### config.mk
export PLATFORM = sky130hd
export DESIGN_NAME = skinny_run_sequencer
export DESIGN_NICKNAME = d
export VERILOG_FILES = /design/src/rtl/skinny_run_sequencer.sv
export SDC_FILE = /design/constraint.sdc
export NUM_CORES = 1
export LEC_CHECK = 0
export ABC_AREA = 1
export CAP_MARGIN = 20
export CORE_AREA = 2 2 424 426
export CTS_BUF_LIST = sky130_fd_sc_hd__clkbuf_8
export CTS_CLUSTER_DIAMETER = 50
export CTS_CLUSTER_SIZE = 40
export DETAILED_ROUTE_END_ITERATION = 10
export DIE_AREA = 0 0 426 428
export PLACE_DENSITY = 0.31
export SETUP_SLACK_MARGIN = 0.1
export SYNTH_ARGS = -nofsm -noshare
export SYNTH_HDL_FRONTEND = slang
export SYNTH_SLANG_ARGS = --single-unit
### constraint.sdc
create_clock -name clk_i -period 2.2 [get_ports clk_i]
set_clock_uncertainty 0.15 [all_clocks]
set_input_delay 0.22 -clock clk_i [delete_from_list [all_inputs] [get_ports clk_i]]
set_output_delay 0.22 -clock clk_i [all_outputs]
set_load 0.05 [all_outputs]
### src/rtl/skinny_run_sequencer.sv
// Batch sequencer for the masked SKINNY-128-384+ core: refresh randomness, run, capture, idle gap, repeat.
// Optional build macro SKINNY_SEQ_PT_INC_EN steps the plaintext by one after every captured run.
module skinny_run_sequencer #(
  parameter int CT_W        = 256,
  parameter int PT_W        = 256,
  parameter int CNT_W       = 16,
  parameter int TIMEOUT_CYC = 4096
) (
  input  logic             clk_i,
  input  logic             rst_i,
  input  logic             go_i,
  input  logic             abort_i,
  input  logic [CNT_W-1:0] cfg_runs_i,
  input  logic [CNT_W-1:0] cfg_gap_i,
  input  logic [PT_W-1:0]  pt_seed_i,
  output logic             rand_req_o,
  input  logic             rand_ack_i,
  output logic             core_start_o,
  input  logic             core_done_i,
  input  logic [CT_W-1:0]  core_ct_i,
  output logic [PT_W-1:0]  pt_o,
  output logic [CT_W-1:0]  ct_o,
  output logic             ct_valid_o,
  output logic [CNT_W-1:0] runs_done_o,
  output logic             busy_o,
  output logic             batch_done_o,
  output logic             timeout_o,
  output logic             trigger_o
);

  localparam int TO_W = (TIMEOUT_CYC > 1) ? $clog2(TIMEOUT_CYC) : 1;
  localparam logic [TO_W-1:0] TO_LAST = TO_W'(TIMEOUT_CYC - 1);

  typedef enum logic [2:0] {
    S_IDLE,
    S_REFRESH,
    S_RUN,
    S_CAPTURE,
    S_GAP
  } state_e;

  state_e           state_q,    state_d;
  logic [TO_W-1:0]  runCnt_q,   runCnt_d;
  logic [CNT_W-1:0] gapCnt_q,   gapCnt_d;
  logic [CNT_W-1:0] runsCfg_q,  runsCfg_d;
  logic [CNT_W-1:0] gapCfg_q,   gapCfg_d;
  logic [CNT_W-1:0] runsDone_q, runsDone_d;
  logic [PT_W-1:0]  pt_q,       pt_d;
  logic [CT_W-1:0]  ct_q,       ct_d;
  logic             timeout_q,  timeout_d;

  always_ff @(posedge clk_i) begin
    if (rst_i) begin
      state_q    <= S_IDLE;
      runCnt_q   <= '0;
      gapCnt_q   <= '0;
      runsCfg_q  <= '0;
      gapCfg_q   <= '0;
      runsDone_q <= '0;
      pt_q       <= '0;
      ct_q       <= '0;
      timeout_q  <= 1'b0;
    end else begin
      state_q    <= state_d;
      runCnt_q   <= runCnt_d;
      gapCnt_q   <= gapCnt_d;
      runsCfg_q  <= runsCfg_d;
      gapCfg_q   <= gapCfg_d;
      runsDone_q <= runsDone_d;
      pt_q       <= pt_d;
      ct_q       <= ct_d;
      timeout_q  <= timeout_d;
    end
  end

  // Ciphertext and run count are taken on the done edge so ct_o is already valid during CAPTURE.
  always_comb begin
    state_d    = state_q;
    runCnt_d   = runCnt_q;
    gapCnt_d   = gapCnt_q;
    runsCfg_d  = runsCfg_q;
    gapCfg_d   = gapCfg_q;
    runsDone_d = runsDone_q;
    pt_d       = pt_q;
    ct_d       = ct_q;
    timeout_d  = timeout_q;

    if (abort_i) begin
      state_d = S_IDLE;
    end else begin
      case (state_q)
        S_IDLE: begin
          if (go_i && (cfg_runs_i != '0)) begin
            runsCfg_d  = cfg_runs_i;
            gapCfg_d   = cfg_gap_i;
            pt_d       = pt_seed_i;
            runsDone_d = '0;
            timeout_d  = 1'b0;
            state_d    = S_REFRESH;
          end
        end
        S_REFRESH: begin
          if (rand_ack_i) begin
            runCnt_d = '0;
            state_d  = S_RUN;
          end
        end
        S_RUN: begin
          if (core_done_i) begin
            ct_d       = core_ct_i;
            runsDone_d = runsDone_q + CNT_W'(1);
            state_d    = S_CAPTURE;
          end else if (runCnt_q == TO_LAST) begin
            timeout_d = 1'b1;
            state_d   = S_IDLE;
          end else begin
            runCnt_d = runCnt_q + TO_W'(1);
          end
        end
        S_CAPTURE: begin
`ifdef SKINNY_SEQ_PT_INC_EN
          pt_d = pt_q + PT_W'(1);
`endif
          gapCnt_d = gapCfg_q;
          if (runsDone_q == runsCfg_q) begin
            state_d = S_IDLE;
          end else if (gapCfg_q == '0) begin
            state_d = S_REFRESH;
          end else begin
            state_d = S_GAP;
          end
        end
        S_GAP: begin
          if (gapCnt_q <= CNT_W'(1)) begin
            state_d = S_REFRESH;
          end else begin
            gapCnt_d = gapCnt_q - CNT_W'(1);
          end
        end
        default: state_d = S_IDLE;
      endcase
    end
  end

  assign rand_req_o   = (state_q == S_REFRESH);
  assign core_start_o = (state_q == S_RUN);
  assign trigger_o    = core_start_o;
  assign ct_valid_o   = (state_q == S_CAPTURE);
  assign batch_done_o = (state_q == S_CAPTURE) && (runsDone_q == runsCfg_q) && !abort_i;
  assign busy_o       = (state_q != S_IDLE);
  assign runs_done_o  = runsDone_q;
  assign timeout_o    = timeout_q;
  assign pt_o         = pt_q;
  assign ct_o         = ct_q;

endmodule

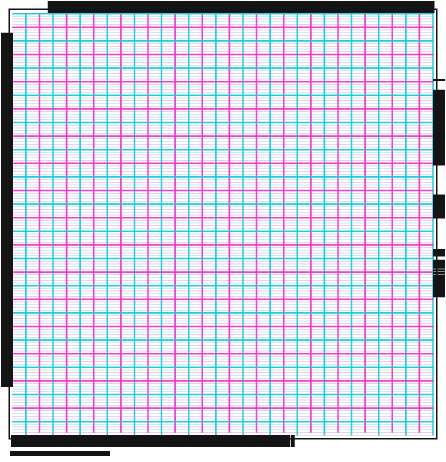
Figure 1: run 1, power grid.
Bar = 100 um. Pins as bars on the die edge.
Key: VDD = magenta; VSS = cyan
31 straps on met4. 1085 signal pins sit on the boundary. The core has 155 rows. 31 straps on met5. 156 met1 rails follow the rows.

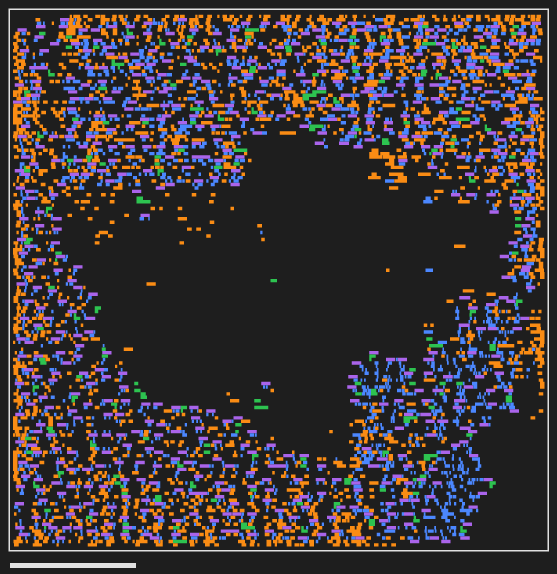
Figure 2: run 1, cells coloured by class.
Bar = 100 um.
Key: combinational and other logic = blue [cells 2170, share of their area 29%]; other buffers and delay cells = orange [cells 1899, share of their area 39%]; clock drivers and dummy loads = green [cells 234, share of their area 6.4%]; flops = purple [cells 592, share of their area 26%]

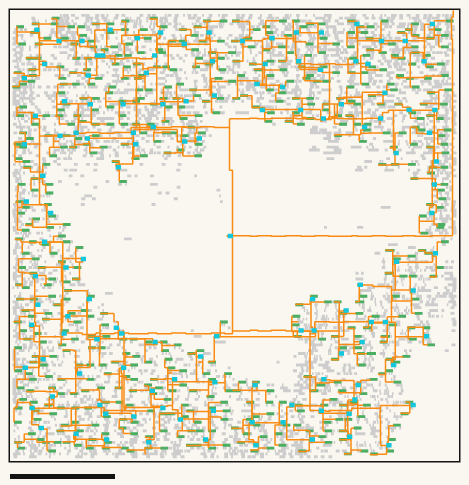
Figure 3: run 1, clock wires, drivers and flops.
Bar = 100 um.
Key: flip-flops = green [count 592]; clock wires = orange [length 12900 um]; clock drivers = cyan [count 130]
There are 131 routed clock nets.

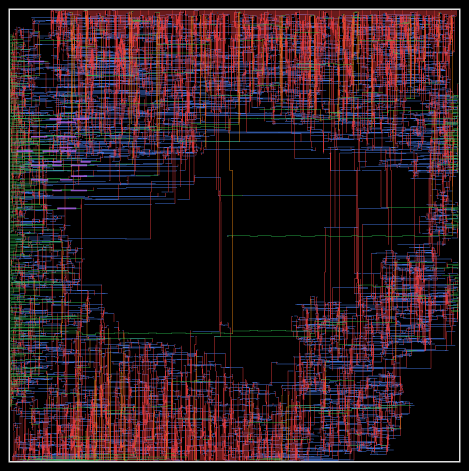
Figure 4: run 1, wiring by layer.
Key: metal 4 = orange [wire length 6280 um]; metal 2 = red [wire length 72.8 mm]; metal 1 = blue [wire length 57.2 mm]; metal 3 = green [wire length 9230 um]; metal 5 = purple [wire length 262 um]
Total GRT Usage: 0.146
vias: 27500
Avg WL per Cell: 20.1 um

==> results.ini, run 1 <==
[setup_path]
crit_fanout=4
crit_cells=9
cp_num_buf_inv=2

[die]
rows=155
nWellTaps=2355
dieArea_sq_um=182000

[sta]
final_hold_viol_count=0
finalSetupTns_ns=-7.31
finalCriticalPeriod_ns=2.52
setup_violations=154
finalMaxSlewViolations=0
finalClockPeriodUsage=1.15
worst_slack_ns=-0.321

[layout]
antenna_cells=16
layout_top_cell=dfxtp_1
combAreaFraction=0.241
final_cell_area_sq_um=49100
layout.area.comb_sq_um=11800
comb_cells=1825
largest_class=buffers
final_util=0.277

[yosys]
synthTopCellsByCount=592 x dfxtp_1, 580 x a21oi_1, 459 x nand2_1, 342 x inv_1, 289 x o21ai_0
edf_count=0
floorplan.nets=3540
post-synth-top-count-cell=dfxtp_1
aoi_share=0.202
synthesis.area_sq_um=22800

[power]
seqPwrFrac=0.351
ir_drop_v=0.000574
switchingPower_mw=9.99

[clock_tree]
ctsHtreeMaxLevel=4
postCtsSetupBuffers=14
cts_tree=built

[run_status]
status=finished with violations
violations=negative setup slack

[placed_design]
port_buffers=1084
post-place-ws_ns=-0.507

[global_route]
busiest_layer=met2
met2_usage=0.251
grt_max_degree=151

[drt]
via_per_inst=3.78
met2_length_um=72800

==> run 2: changes to the inputs <==
--- a/config.mk
+++ b/config.mk
@@ -5,14 +5,14 @@
 export SDC_FILE = /design/constraint.sdc
 export NUM_CORES = 1
 export LEC_CHECK = 0
-export ABC_AREA = 1
 export CAP_MARGIN = 20
-export CORE_AREA = 2 2 424 426
+export CORE_AREA = 2 2 417 419
 export CTS_BUF_LIST = sky130_fd_sc_hd__clkbuf_8
 export CTS_CLUSTER_DIAMETER = 50
 export CTS_CLUSTER_SIZE = 40
 export DETAILED_ROUTE_END_ITERATION = 10
-export DIE_AREA = 0 0 426 428
+export DIE_AREA = 0 0 419 421
+export HOLD_SLACK_MARGIN = 0.02
 export PLACE_DENSITY = 0.31
 export SETUP_SLACK_MARGIN = 0.1
 export SYNTH_ARGS = -nofsm -noshare
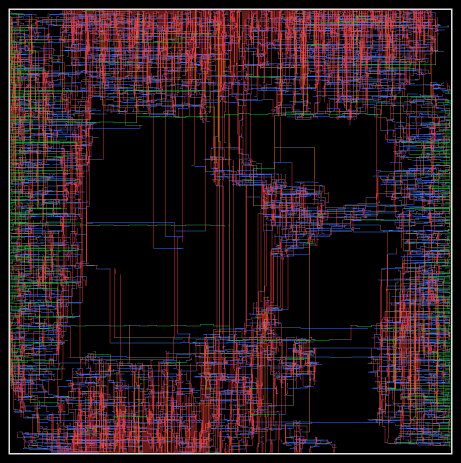
Figure 5: run 2, wiring by layer.
Key: metal 1 = blue [wire length 51.6 mm]; metal 4 = orange [wire length 5490 um]; metal 2 = red [wire length 64.9 mm]; metal 3 = green [wire length 9520 um]
Total GRT Usage: 0.139
vias: 25700
Routed WL: 131000 um
Avg WL per Cell: 18.7 um

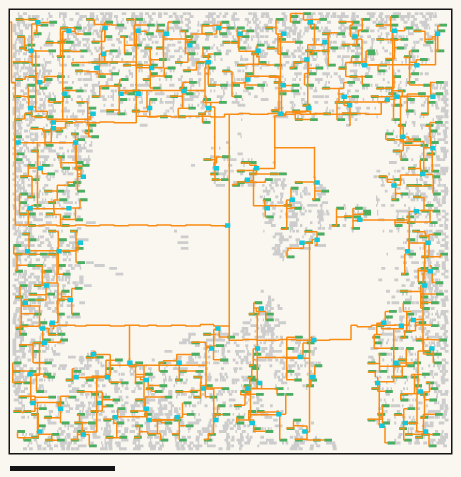
Figure 6: run 2, clock wires, drivers and flops.
Bar = 100 um.
Key: flip-flops = green [count 592]; clock wires = orange [length 12400 um]; clock drivers = cyan [count 117]
Position of the flops: widely spread.

==> run 2 against run 1 <==
Compared with the run above:
- flip-flop count unchanged
- combinational power decreased by 25%
- register-to-register slack got worse by 0.02 ns
- maximum frequency decreased by 14%
- count of clock-buffer cells in the layout decreased by 15
- setup slack got worse by 0.40 ns
- non-clock buffer count increased by 20
- cell area decreased by 5.5%
- the run still ends with negative setup slack left
- critical path type unchanged
- die area decreased by 3.3%
==> results.ini, run 2 <==
[layout]
final_util=0.269
combAreaFraction=0.209
layout.area.comb_sq_um=9710
layout_top_cell=nand2_1
final_cell_area_sq_um=46500
largest_class=buffers
antenna_cells=13
comb_cells=1948

[die]
nWellTaps=2325
rows=153

[run_status]
status=finished with violations
violations=negative setup slack

[drt]
via_per_inst=3.66
wirelength_met1_um=51600
routed-wl-met3_um=9520
met2_length_um=64900

[sta]
finalCriticalPeriod_ns=2.92
relSlewSlack=0.528
finalClockPeriodUsage=1.33
worst_slack_ns=-0.724
finalSetupTns_ns=-1.66
setup_violations=16
finalMaxSlewViolations=0
final_hold_viol_count=0

[power]
seqPwrFrac=0.370
switchingPower_mw=8.89
ir_drop_v=0.000469

[setup_path]
cp_num_buf_inv=4
r2r_start=gapCnt_q[13]$_SDFFE_PP0P_
crit_cells=8
crit_fanout=2

[placed_design]
post-place-ws_ns=-0.928
port_buffers=1084

[yosys]
floorplan.nets=3305
aoi_share=0.160
synthesis.area_sq_um=21500
post-synth-top-count-cell=nand2_1
synth_adder_area_share=0.00233
synthTopCellsByCount=1127 x nand2_1, 592 x dfxtp_1, 578 x a21oi_1, 161 x clkbuf_1, 39 x nor2_1

[clock_tree]
cts-buffers-inserted=117
ctsHtreeMaxLevel=3
postCtsSetupBuffers=22
hold_buffers=545
cts_tree=built

[global_route]
busiest_layer=met2
grt_max_degree=111
met2_usage=0.240

Power is estimated from default activity; no workload was simulated.
